File: src/rtl/minitb_ahb_pkg.sv
// Shared AHB-Lite encodings and the helper that derives the largest legal
// hsize for a given bus width.
package minitb_ahb_pkg;

    typedef enum logic [1:0] {
        HTRANS_IDLE   = 2'b00,
        HTRANS_BUSY   = 2'b01,
        HTRANS_NONSEQ = 2'b10,
        HTRANS_SEQ    = 2'b11
    } htrans_t;

    typedef enum logic [2:0] {
        HSIZE_BYTE  = 3'd0,
        HSIZE_HALF  = 3'd1,
        HSIZE_WORD  = 3'd2,
        HSIZE_DWORD = 3'd3,
        HSIZE_4WORD = 3'd4,
        HSIZE_8WORD = 3'd5,
        HSIZE_512   = 3'd6,
        HSIZE_1024  = 3'd7
    } hsize_t;

    // log2(data_width/8); usable in localparam context
    function automatic logic [2:0] max_hsize(input int unsigned data_width);
        logic [2:0] size;
        size = '0;
        for (int unsigned i = 0; i < 8; i++) begin
            if ((32'd8 << i) == data_width) begin
                size = 3'(i);
            end
        end
        return size;
    endfunction

endpackage

File: src/rtl/minitb_sync_fifo.sv
// Single-clock FIFO with occupancy count; push is honoured when full only if
// a pop happens on the same edge.
module minitb_sync_fifo #(
    parameter int WIDTH = 8,
    parameter int DEPTH = 4
) (
    input  logic                     clk,
    input  logic                     rst_n,
    input  logic                     push,
    input  logic                     pop,
    input  logic [WIDTH-1:0]         wdata,
    output logic [WIDTH-1:0]         rdata,
    output logic                     full,
    output logic                     empty,
    output logic [$clog2(DEPTH):0]   count
);

    localparam int PW = $clog2(DEPTH);
    localparam logic [PW:0] FULL_CNT = (PW+1)'(DEPTH);

    logic [WIDTH-1:0] mem [DEPTH];
    logic [PW-1:0]    wr_ptr;
    logic [PW-1:0]    rd_ptr;
    logic             do_push;
    logic             do_pop;

    assign empty   = (count == '0);
    assign full    = (count == FULL_CNT);
    assign do_pop  = pop && !empty;
    assign do_push = push && (!full || do_pop);
    assign rdata   = mem[rd_ptr];

    always_ff @(posedge clk or negedge rst_n) begin
        if (!rst_n) begin
            wr_ptr <= '0;
            rd_ptr <= '0;
            count  <= '0;
        end else begin
            if (do_push) begin
                wr_ptr <= wr_ptr + 1'b1;
            end
            if (do_pop) begin
                rd_ptr <= rd_ptr + 1'b1;
            end
            case ({do_push, do_pop})
                2'b10:   count <= count + 1'b1;
                2'b01:   count <= count - 1'b1;
                default: count <= count;
            endcase
        end
    end

    always_ff @(posedge clk) begin
        if (do_push) begin
            mem[wr_ptr] <= wdata;
        end
    end

endmodule

File: src/rtl/minitb_ahb_master_pipe.sv
// Pipelined AHB-Lite master: cmd FIFO -> address stage -> data stage -> rsp FIFO.
// Define MINITB_AHB_MASTER_HRESP_EN to add the hresp port and two-cycle ERROR handling.
module minitb_ahb_master_pipe
    import minitb_ahb_pkg::*;
#(
    parameter int ADDR_WIDTH = 8,
    parameter int DATA_WIDTH = 32,
    parameter int DEPTH      = 4
) (
    input  logic                  hclk,
    input  logic                  hresetn,
    input  logic                  cmd_valid,
    output logic                  cmd_ready,
    input  logic                  cmd_write,
    input  logic [ADDR_WIDTH-1:0] cmd_addr,
    input  logic [2:0]            cmd_size,
    input  logic [DATA_WIDTH-1:0] cmd_wdata,
    output logic                  rsp_valid,
    input  logic                  rsp_ready,
    output logic                  rsp_write,
    output logic [DATA_WIDTH-1:0] rsp_rdata,
    output logic                  rsp_err,
    output logic [1:0]            htrans,
    output logic [ADDR_WIDTH-1:0] haddr,
    output logic                  hwrite,
    output logic [2:0]            hsize,
    output logic [DATA_WIDTH-1:0] hwdata,
    input  logic [DATA_WIDTH-1:0] hrdata,
`ifdef MINITB_AHB_MASTER_HRESP_EN
    input  logic                  hresp,
`endif
    input  logic                  hready
);

    localparam logic [2:0] MAX_SIZE = max_hsize(DATA_WIDTH);
    localparam int CMD_W = 1 + ADDR_WIDTH + 3 + DATA_WIDTH;
    localparam int RSP_W = 1 + DATA_WIDTH + 1;
    localparam int CNT_W = $clog2(DEPTH) + 1;
    localparam logic [CNT_W-1:0] ALMOST_FULL = CNT_W'(DEPTH - 1);
    localparam logic [CNT_W:0]   DEPTH_EXT   = (CNT_W+1)'(DEPTH);

    // command FIFO
    logic              cmd_push;
    logic              cmd_pop;
    logic [CMD_W-1:0]  cmd_din;
    logic [CMD_W-1:0]  cmd_dout;
    logic              cmd_full;
    logic              cmd_empty;
    logic [CNT_W-1:0]  cmd_count;
    logic              cmd_full_next;

    // response FIFO
    logic              rsp_push;
    logic              rsp_pop;
    logic [RSP_W-1:0]  rsp_din;
    logic [RSP_W-1:0]  rsp_dout;
    logic              rsp_full;
    logic              rsp_empty;
    logic [CNT_W-1:0]  rsp_count;

    // head of command FIFO
    logic                  head_write;
    logic [ADDR_WIDTH-1:0] head_addr;
    logic [2:0]            head_size;
    logic [DATA_WIDTH-1:0] head_wdata;
    logic                  head_legal;

    // pipeline stages
    htrans_t               htrans_q;
    hsize_t                hsize_q;
    logic                  a_valid;
    logic                  a_supp;
    logic [DATA_WIDTH-1:0] a_wdata;
    logic                  d_valid;
    logic                  d_write;

    logic                  bus_err;
    logic                  err_first;
    logic                  a_leave;
    logic                  a_retry;
    logic                  a_cancel;
    logic                  a_free;
    logic [CNT_W:0]        occupancy;
    logic                  issue;
    logic                  bypass;
    logic                  d_done;
    logic [DATA_WIDTH-1:0] d_rdata;

`ifdef MINITB_AHB_MASTER_HRESP_EN
    assign bus_err = hresp;
`else
    assign bus_err = 1'b0;
`endif

    assign cmd_push = cmd_valid && cmd_ready;
    assign cmd_din  = {cmd_write, cmd_addr, cmd_size, cmd_wdata};
    assign {head_write, head_addr, head_size, head_wdata} = cmd_dout;
    assign head_legal = (head_size <= MAX_SIZE);

    minitb_sync_fifo #(
        .WIDTH (CMD_W),
        .DEPTH (DEPTH)
    ) u_cmd_fifo (
        .clk   (hclk),
        .rst_n (hresetn),
        .push  (cmd_push),
        .pop   (cmd_pop),
        .wdata (cmd_din),
        .rdata (cmd_dout),
        .full  (cmd_full),
        .empty (cmd_empty),
        .count (cmd_count)
    );

    // cmd_ready is registered, so it must reflect the occupancy after this edge
    assign cmd_full_next = (cmd_full && !(cmd_pop && !cmd_push)) ||
                           ((cmd_count == ALMOST_FULL) && cmd_push && !cmd_pop);

    // First ERROR cycle suppresses the pending address phase; it re-drives on the next hready.
    assign err_first = d_valid && bus_err && !hready;
    assign a_leave   = a_valid && !a_supp && hready;
    assign a_retry   = a_valid && a_supp && hready;
    assign a_cancel  = a_valid && !a_supp && err_first;
    assign a_free    = !a_valid || a_leave;
    assign occupancy = {1'b0, rsp_count} + (CNT_W+1)'(a_valid) + (CNT_W+1)'(d_valid);

    assign issue  = !cmd_empty && head_legal && a_free && !err_first && (occupancy < DEPTH_EXT);
    // Oversized commands wait for the pipeline to drain so their error stays in order.
    assign bypass = !cmd_empty && !head_legal && !a_valid && !d_valid && !rsp_full;
    assign cmd_pop = issue || bypass;

    assign d_done   = d_valid && hready;
    assign rsp_push = d_done || bypass;
    assign rsp_pop  = rsp_valid && rsp_ready;

    always_comb begin
        d_rdata = hrdata;
        if (d_write || bus_err) begin
            d_rdata = '0;
        end
        if (d_done) begin
            rsp_din = {d_write, d_rdata, bus_err};
        end else begin
            rsp_din = {head_write, {DATA_WIDTH{1'b0}}, 1'b1};
        end
    end

    minitb_sync_fifo #(
        .WIDTH (RSP_W),
        .DEPTH (DEPTH)
    ) u_rsp_fifo (
        .clk   (hclk),
        .rst_n (hresetn),
        .push  (rsp_push),
        .pop   (rsp_pop),
        .wdata (rsp_din),
        .rdata (rsp_dout),
        .full  (rsp_full),
        .empty (rsp_empty),
        .count (rsp_count)
    );

    assign rsp_valid = !rsp_empty;
    assign {rsp_write, rsp_rdata, rsp_err} = rsp_empty ? '0 : rsp_dout;

    assign htrans = htrans_q;
    assign hsize  = hsize_q;

    always_ff @(posedge hclk or negedge hresetn) begin
        if (!hresetn) begin
            cmd_ready <= 1'b0;
            htrans_q  <= HTRANS_IDLE;
            haddr     <= '0;
            hwrite    <= 1'b0;
            hsize_q   <= HSIZE_BYTE;
            a_valid   <= 1'b0;
            a_supp    <= 1'b0;
            a_wdata   <= '0;
            d_valid   <= 1'b0;
            d_write   <= 1'b0;
            hwdata    <= '0;
        end else begin
            cmd_ready <= !cmd_full_next;

            if (issue) begin
                a_valid  <= 1'b1;
                a_supp   <= 1'b0;
                htrans_q <= HTRANS_NONSEQ;
                haddr    <= head_addr;
                hwrite   <= head_write;
                hsize_q  <= hsize_t'(head_size);
                a_wdata  <= head_wdata;
            end else if (a_leave) begin
                a_valid  <= 1'b0;
                htrans_q <= HTRANS_IDLE;
            end else if (a_cancel) begin
                a_supp   <= 1'b1;
                htrans_q <= HTRANS_IDLE;
            end else if (a_retry) begin
                a_supp   <= 1'b0;
                htrans_q <= HTRANS_NONSEQ;
            end

            if (hready) begin
                d_valid <= a_leave;
                d_write <= hwrite;
                if (a_leave && hwrite) begin
                    hwdata <= a_wdata;
                end
            end
        end
    end

endmodule

File: config.mk
export PLATFORM = sky130hd
export DESIGN_NAME = minitb_ahb_master_pipe
export DESIGN_NICKNAME = d
export VERILOG_FILES = /design/src/rtl/minitb_ahb_pkg.sv /design/src/rtl/minitb_sync_fifo.sv /design/src/rtl/minitb_ahb_master_pipe.sv
export SDC_FILE = /design/constraint.sdc
export NUM_CORES = 1
export LEC_CHECK = 0
export CORE_MARGIN = 3
export CORE_UTILIZATION = 25
export DETAILED_ROUTE_END_ITERATION = 7
export GPL_TIMING_DRIVEN = 0
export PLACE_DENSITY_LB_ADDON = 0.3
export SLEW_MARGIN = 0
export SYNTH_ARGS = -nofsm -noshare
export SYNTH_HDL_FRONTEND = slang
export SYNTH_HIERARCHICAL = 1
export SYNTH_SLANG_ARGS = --single-unit
File: constraint.sdc
create_clock -name hclk -period 4.5 [get_ports hclk]
set_input_delay 0.45 -clock hclk [delete_from_list [all_inputs] [get_ports hclk]]
set_output_delay 0.45 -clock hclk [all_outputs]
set_load 0.02 [all_outputs]
==> results.sh, run 1 <==
# source this file to load flow results
export IMPL_warning_count=32
export IMPL_vdd_ir_drop_max_v=0.000325
export IMPL_cts_num_sinks=407
export IMPL_area_leaders="edfxtp_1 (59%), dfrtp_1 (15%), mux4_2 (11%)"
export IMPL_dr_first_iter_drc_count=455
export IMPL_enable_flop_cells=312
export IMPL_numSynthFlops=407
export IMPL_top_area_frac=0.590
export IMPL_drt_pass1_iter_count=4
export IMPL_power_density_nw_per_um2=729
export IMPL_cts_inserted_buffers=46
export IMPL_grt_pass1_wl_mm=53.5
export IMPL_postRouteAntennaNets=0
export IMPL_gp_congestion=0.680
export IMPL_utilization=0.322
export IMPL_worst_endpoint_required_ns=4.69
export IMPL_highest_layer="met5"
export IMPL_timing_final_hold_violations=0
export IMPL_cts_buffer_depth=3
export IMPL_wl_met1_mm=15.4
export IMPL_endpoint="u_cmd_fifo/mem[2][27]$_DFFE_PP_"
export IMPL_wire_per_inst_um=18.8
export IMPL_rows=91
export IMPL_max_cap_violations=0
export IMPL_status="finished clean"
export IMPL_fp_nets=878
export IMPL_worst_slack_ns=0.460
export IMPL_p_leak_nw=6.99
export IMPL_slew_headroom=0.313
export IMPL_period_needed_ns=4.04
export IMPL_grt_pass1_vias=8419
export IMPL_fin_area_um2=20000
export IMPL_drive_above_1_share=0.254
export IMPL_final_setup_tns_ns=0
export IMPL_area_growth_syn_to_layout_pct=26.2
export IMPL_worstSetupStartpoint="u_cmd_fifo/rd_ptr[0]$_DFFE_PN0N_"
export IMPL_dieHeight_um=258
export IMPL_nets=1089
export IMPL_dieArea_um2=66600
export IMPL_io_buffers=161
export IMPL_path_clk_slew_ns=0.06
export IMPL_r2r_cells=11
export IMPL_lay_top_cells="edfxtp_1 (312), clkdlybuf4s50_1 (160), dfrtp_1 (95), mux4_2 (78), mux2_2 (61)"
export IMPL_root_buffer="clkbuf_16"
export IMPL_setup_viol=0
export IMPL_critical_path_arrival_ns=4.23
export IMPL_dp_hpwl_mm=21.4
export IMPL_mi_logic_area_um2=3860
export IMPL_grtUsageMet1=0.139
export IMPL_holdWs_ns=0.300
export IMPL_coreArea_um2=62300
export IMPL_critPathMaxStageDelay_ns=0.70
export IMPL_n_fill_cell=6037
export IMPL_slowest_stage="and2_4"
export IMPL_ys_seq_frac=0.740
export IMPL_synth_avg_cell_area_um2=20.2
export IMPL_synthCells=786
export IMPL_ys_async_sr_fraction=0.233
export IMPL_io_pin_count=163
export IMPL_ys_chip_area_um2=15900
export IMPL_die_size_x_um=258
export IMPL_reg2reg_from="u_cmd_fifo/rd_ptr[0]$_DFFE_PN0N_"
export IMPL_wl_met2_mm=16.6
export IMPL_htree_levels=2
export IMPL_antenna_found_initial=2
export IMPL_cp_max_fo=44
export IMPL_yosysTopAreaCell="edfxtp_1"
export IMPL_ys_flop_type="edfxtp_1"
export IMPL_route_detailed_drc=0
export IMPL_dp_cells=1785
export IMPL_r2r_setup_slack_ns=0.46
export IMPL_instances_no_fill=1870
export IMPL_busiest_layer="met2"
export IMPL_r2r_end="u_cmd_fifo/mem[2][27]$_DFFE_PP_"
export IMPL_worst_clock_skew_ns=0.0216
export IMPL_regArea_um2=11700
export IMPL_cts_tree="built"
export IMPL_yosysUniqueCellTypes=40
export IMPL_met3_length_mm=2.37
## run 1: cells by family after synthesis
logic type | after synthesis | share of synthesized area
AOI/OAI and AO/OA | 24 | 0.0120
xor gates and xnor gates | 10 | 0.00551
adders and majority gates | 11 | 0.00961
buffers and inverters | 56 | 0.0178
DFF | 407 | 0.740
muxes | 156 | 0.170
other | 1 | 0.000236
and+or+nand+nor | 121 | 0.0454
## run 1: registers in the layout (all words and copies together) (netlist names), 2 cells and up
signal	flops
haddr	8
u_cmd_fifo/count	3
u_rsp_fifo/count	3
u_rsp_fifo/mem	136
u_cmd_fifo/rd_ptr	2
u_rsp_fifo/rd_ptr	2
u_rsp_fifo/wr_ptr	2
u_cmd_fifo/mem	176
u_cmd_fifo/wr_ptr	2
a_wdata	32
hwdata	32
hsize	3
## run 1: worst max-delay path: cells and delay by family (launching register included)
family	cells	cell delay (ns)
flip-flops	1	0.33
AND-OR/OR-AND	3	0.78
multiplexers	1	0.57
AND/OR/NAND/NOR	2	0.81
buffers and inverters	5	1.14
## run 1: cell type report
class	count	area share
Sequential cell	407	0.586
Multi-Input combinational cell	323	0.193
Timing Repair Buffer	163	0.0823
Clock buffer	61	0.0617
Tap cell	837	0.0522
Clock inverter	22	0.0108
Buffer	37	0.0105
Inverter	19	0.00356
Antenna cell	1	0.000125
## run 1: where the power goes
part | switching, mW | internal, mW
registers | 0.393 | 5.25
logic | 2.75 | 2.63
clock network | 1.48 | 2.11
total | 4.63 | 9.99
## run 1: what timing repair did
item | in CTS | in global routing
hold buffers | 1 | 0
endpoints found under the hold margin | 23 | 0
gates resized | 0 | 1
endpoints found under the setup margin | 0 | 177
buffers inserted | 0 | 0
Fig. 1: run 1, placed cells, one colour a class
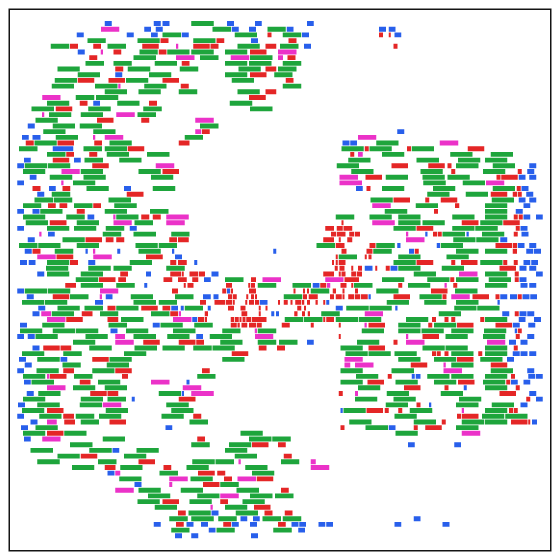
| class | colour | cells |
|---|---|---|
| remaining logic cells | red | 342 |
| registers | green | 407 |
| remaining buffers and delay cells | blue | 200 |
| clock drivers and dummy loads | magenta | 83 |

Fig. 2: run 1, cells by drive strength
The bar under the picture is 100 um long.
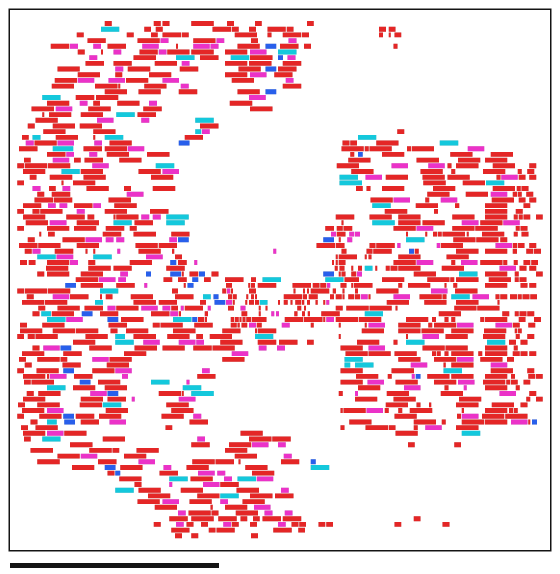
| size | colour | cells |
|---|---|---|
| x1 and smaller | red | 770 |
| x6 and larger | cyan | 61 |
| x3 and x4 | blue | 33 |
| x2 | magenta | 168 |

Fig. 3: run 1, where the registers sit
The bar under the picture is 100 um long.
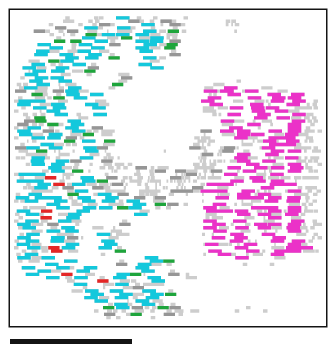
| signal | colour | flops |
|---|---|---|
| `u_rsp_fifo/mem` | magenta | 136 |
| `a_wdata` | green | 32 |
| `haddr` | red | 8 |
| `u_cmd_fifo/mem` | cyan | 176 |
not coloured: 55

==> inputs of run 2 (changes only) <==
--- a/config.mk
+++ b/config.mk
@@ -6,7 +6,8 @@
 export NUM_CORES = 1
 export LEC_CHECK = 0
 export CORE_MARGIN = 3
-export CORE_UTILIZATION = 25
+export CORE_UTILIZATION = 57
+export CTS_CLUSTER_SIZE = 16
 export DETAILED_ROUTE_END_ITERATION = 7
 export GPL_TIMING_DRIVEN = 0
 export PLACE_DENSITY_LB_ADDON = 0.3
==> results.sh, run 2 <==
# source this file to load flow results
export IMPL_enable_flop_cells=312
export IMPL_worstSetupStartpoint="u_cmd_fifo/rd_ptr[0]$_DFFE_PN0N_"
export IMPL_regMostFlops="u_cmd_fifo/mem"
export IMPL_largest_reg_flops=176
export IMPL_critical_path_arrival_ns=4.36
export IMPL_io_pin_count=163
export IMPL_warning_count=32
export IMPL_cts_buffer_depth=3
export IMPL_ys_chip_area_um2=15900
export IMPL_dieArea_um2=29900
export IMPL_cts_inserted_buffers=40
export IMPL_ys_top_logic_family="multiplexers"
export IMPL_ys_flop_type="edfxtp_1"
export IMPL_avgViaCountPerCell=5.59
export IMPL_p_clk_frac=0.231
export IMPL_cts_resized=0
export IMPL_grt_pass1_wl_mm=47.4
export IMPL_met3_length_mm=1.66
export IMPL_area_leaders="edfxtp_1 (59%), dfrtp_1 (15%), mux4_2 (11%)"
export IMPL_swShare=0.306
export IMPL_wl_met2_mm=15.7
export IMPL_fp_nets=878
export IMPL_drt_pass1_iter_count=5
export IMPL_top_area_frac=0.590
export IMPL_combPwrFrac=0.370
export IMPL_synthCells=786
export IMPL_io_buffers=161
export IMPL_busiest_layer="met2"
export IMPL_synth_cellmix_simpleShare=0.0454
export IMPL_ys_seq_frac=0.740
export IMPL_ys_sh_xor=0.00551
export IMPL_p_leak_nw=6.94
export IMPL_track_usage=0.202
export IMPL_area_growth_syn_to_layout_pct=21.6
export IMPL_slew_headroom=0.131
export IMPL_rows=60
export IMPL_ys_sh_aoi=0.0120
export IMPL_top_regs="u_cmd_fifo/mem x176, u_rsp_fifo/mem x136"
export IMPL_grt_pass1_vias=8507
export IMPL_path_clk_slew_ns=0.06
export IMPL_yosysUniqueCellTypes=40
export IMPL_lay_top_cells="edfxtp_1 (312), clkdlybuf4s50_1 (160), dfrtp_1 (95), mux4_2 (78), mux2_2 (61)"
export IMPL_yosysTopAreaCell="edfxtp_1"
export IMPL_combinationalPower_mw=5.24
export IMPL_htree_levels=2
export IMPL_dr_first_iter_drc_count=603
export IMPL_internal_power_mw=9.84
export IMPL_status="finished clean"
export IMPL_common_cells="edfxtp_1 (312), dfrtp_1 (95), mux4_2 (78)"
export IMPL_die_size_x_um=173
export IMPL_power_top_group="sequential cells"
export IMPL_utilization=0.711
export IMPL_nets=1083
export IMPL_n_fill_cell=1708
export IMPL_dp_hpwl_mm=18.4
export IMPL_final_setup_tns_ns=0
export IMPL_insertedDiodeCount=0
export IMPL_grtUsageMet3=0.0402
export IMPL_reg2reg_from="u_cmd_fifo/rd_ptr[0]$_DFFE_PN0N_"
export IMPL_synth_avg_cell_area_um2=20.2
export IMPL_period_needed_ns=4.24
export IMPL_worst_endpoint_required_ns=4.62
export IMPL_max_cap_violations=0
export IMPL_grt_max_degree=54
export IMPL_synthAdderAreaFrac=0.00961
export IMPL_grtUsageMet1=0.259
export IMPL_drive_above_1_share=0.247
export IMPL_p_switching_mw=4.34
export IMPL_cts_num_sinks=407
export IMPL_mux_area_frac=0.170
export IMPL_gp_congestion=0.750
export IMPL_root_buffer="clkbuf_16"
export IMPL_route_detailed_drc=0
export IMPL_fin_area_um2=19300
export IMPL_worst_slack_ns=0.265
export IMPL_coreArea_um2=27200
export IMPL_dieHeight_um=173
export IMPL_wire_per_inst_um=21.3
export IMPL_ys_async_sr_fraction=0.233
export IMPL_vdd_ir_drop_max_v=0.000488
export IMPL_dp_slack_ns=0.190
export IMPL_p_seq_mw=5.67
export IMPL_wl_met1_mm=11.8
export IMPL_antenna_found_initial=1
export IMPL_timing_final_hold_violations=0
export IMPL_numSynthFlops=407
export IMPL_cts_tree="built"
export IMPL_highest_layer="met5"
export IMPL_postRouteAntennaNets=0
export IMPL_fp_util=0.584
export IMPL_power_density_nw_per_um2=734
export IMPL_seqPwrFrac=0.400
export IMPL_setup_viol=0
export IMPL_drv_slew=0
export IMPL_gr_total_overflow=0
export IMPL_cp_max_fo=44
[run 2: worst max-delay path: stages (launching register included)]
cell       delay [ns]
dfrtp_1          0.33
buf_4            0.22
buf_4            0.30
mux4_2           0.56
a21oi_1          0.27
o2111ai_1        0.25
buf_4            0.27
buf_6            0.17
nand2_1          0.10
buf_6            0.15
o21a_4           0.17
and2_2           1.02
[run 2: area by class of cell]
type,instances,area [um2],share of cell area
timing repair buffer,163,1650,0.0853
clock buffer,58,1160,0.0601
clock inverter,16,155,0.00803
tap,372,465,0.0241
multi-input combinational,323,3850,0.200
sequential,407,11700,0.608
inverter,19,71.3,0.00369
buffer,37,211,0.0109
[run 2: final timing paths]
kind / slack, ns / end / cells past startpoint
hold / removal: 0.48 / htrans[1]$_DFFE_PN0P_ / 2
setup / recovery: 0.26 / u_cmd_fifo/mem[0][26]$_DFFE_PP_ / 11
hold reg to reg: 0.48 / htrans[1]$_DFFE_PN0P_ / 2
setup reg to reg: 0.26 / u_cmd_fifo/mem[0][26]$_DFFE_PP_ / 11
min in group asynchronous: 0.50 / hwdata[7]$_DFFE_PN0P_ / 2
max in group asynchronous: 3.32 / haddr[1]$_DFFE_PN0P_ / 3
[run 2: what timing repair did]
item | 4_1_cts | 5_1_grt
endpoints found under the hold margin | 42 | 0
hold buffers | 1 | 0
setup buffers | 0 | 0
[run 2: kinds of logic after synthesis]
logic type               after synthesis
AND/OR/NAND/NOR                      121
multiplexers                         156
other                                  1
adder cells (fa/ha/maj)               11
buffers and inverters                 56
XOR/XNOR                              10
AND-OR/OR-AND                         24
flip-flops                           407
[run 2: through the flow]
stage	power (mW)	instances	hold slack, ns
after floorplan	9.09	786	0.154
after global placement	10.9	1319	0.467
after detailed placement	11.0	1320	0.468
after CTS	14.3	1395	0.483
after global routing	14.9	1395	0.501
final	14.2	1395	0.481
Fig. 4: run 2, clock routing
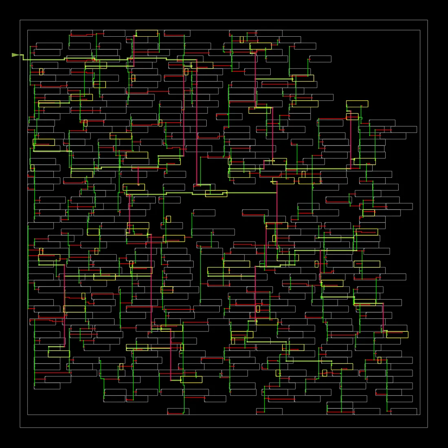
Power Clock: 3.27 mW
Final Skew: 0.0234 ns
sequential cell count: 407

Fig. 5: run 2, sub-block map
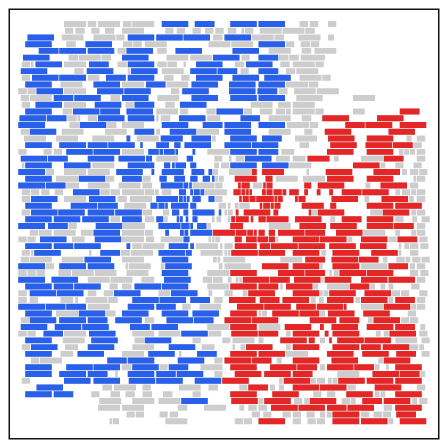
| instance | colour | cells |
|---|---|---|
| `u_cmd_fifo` | blue | 284 |
| `u_rsp_fifo` | red | 232 |
not coloured: 507

No activity file was given, so power comes from the tool's default toggle rates.
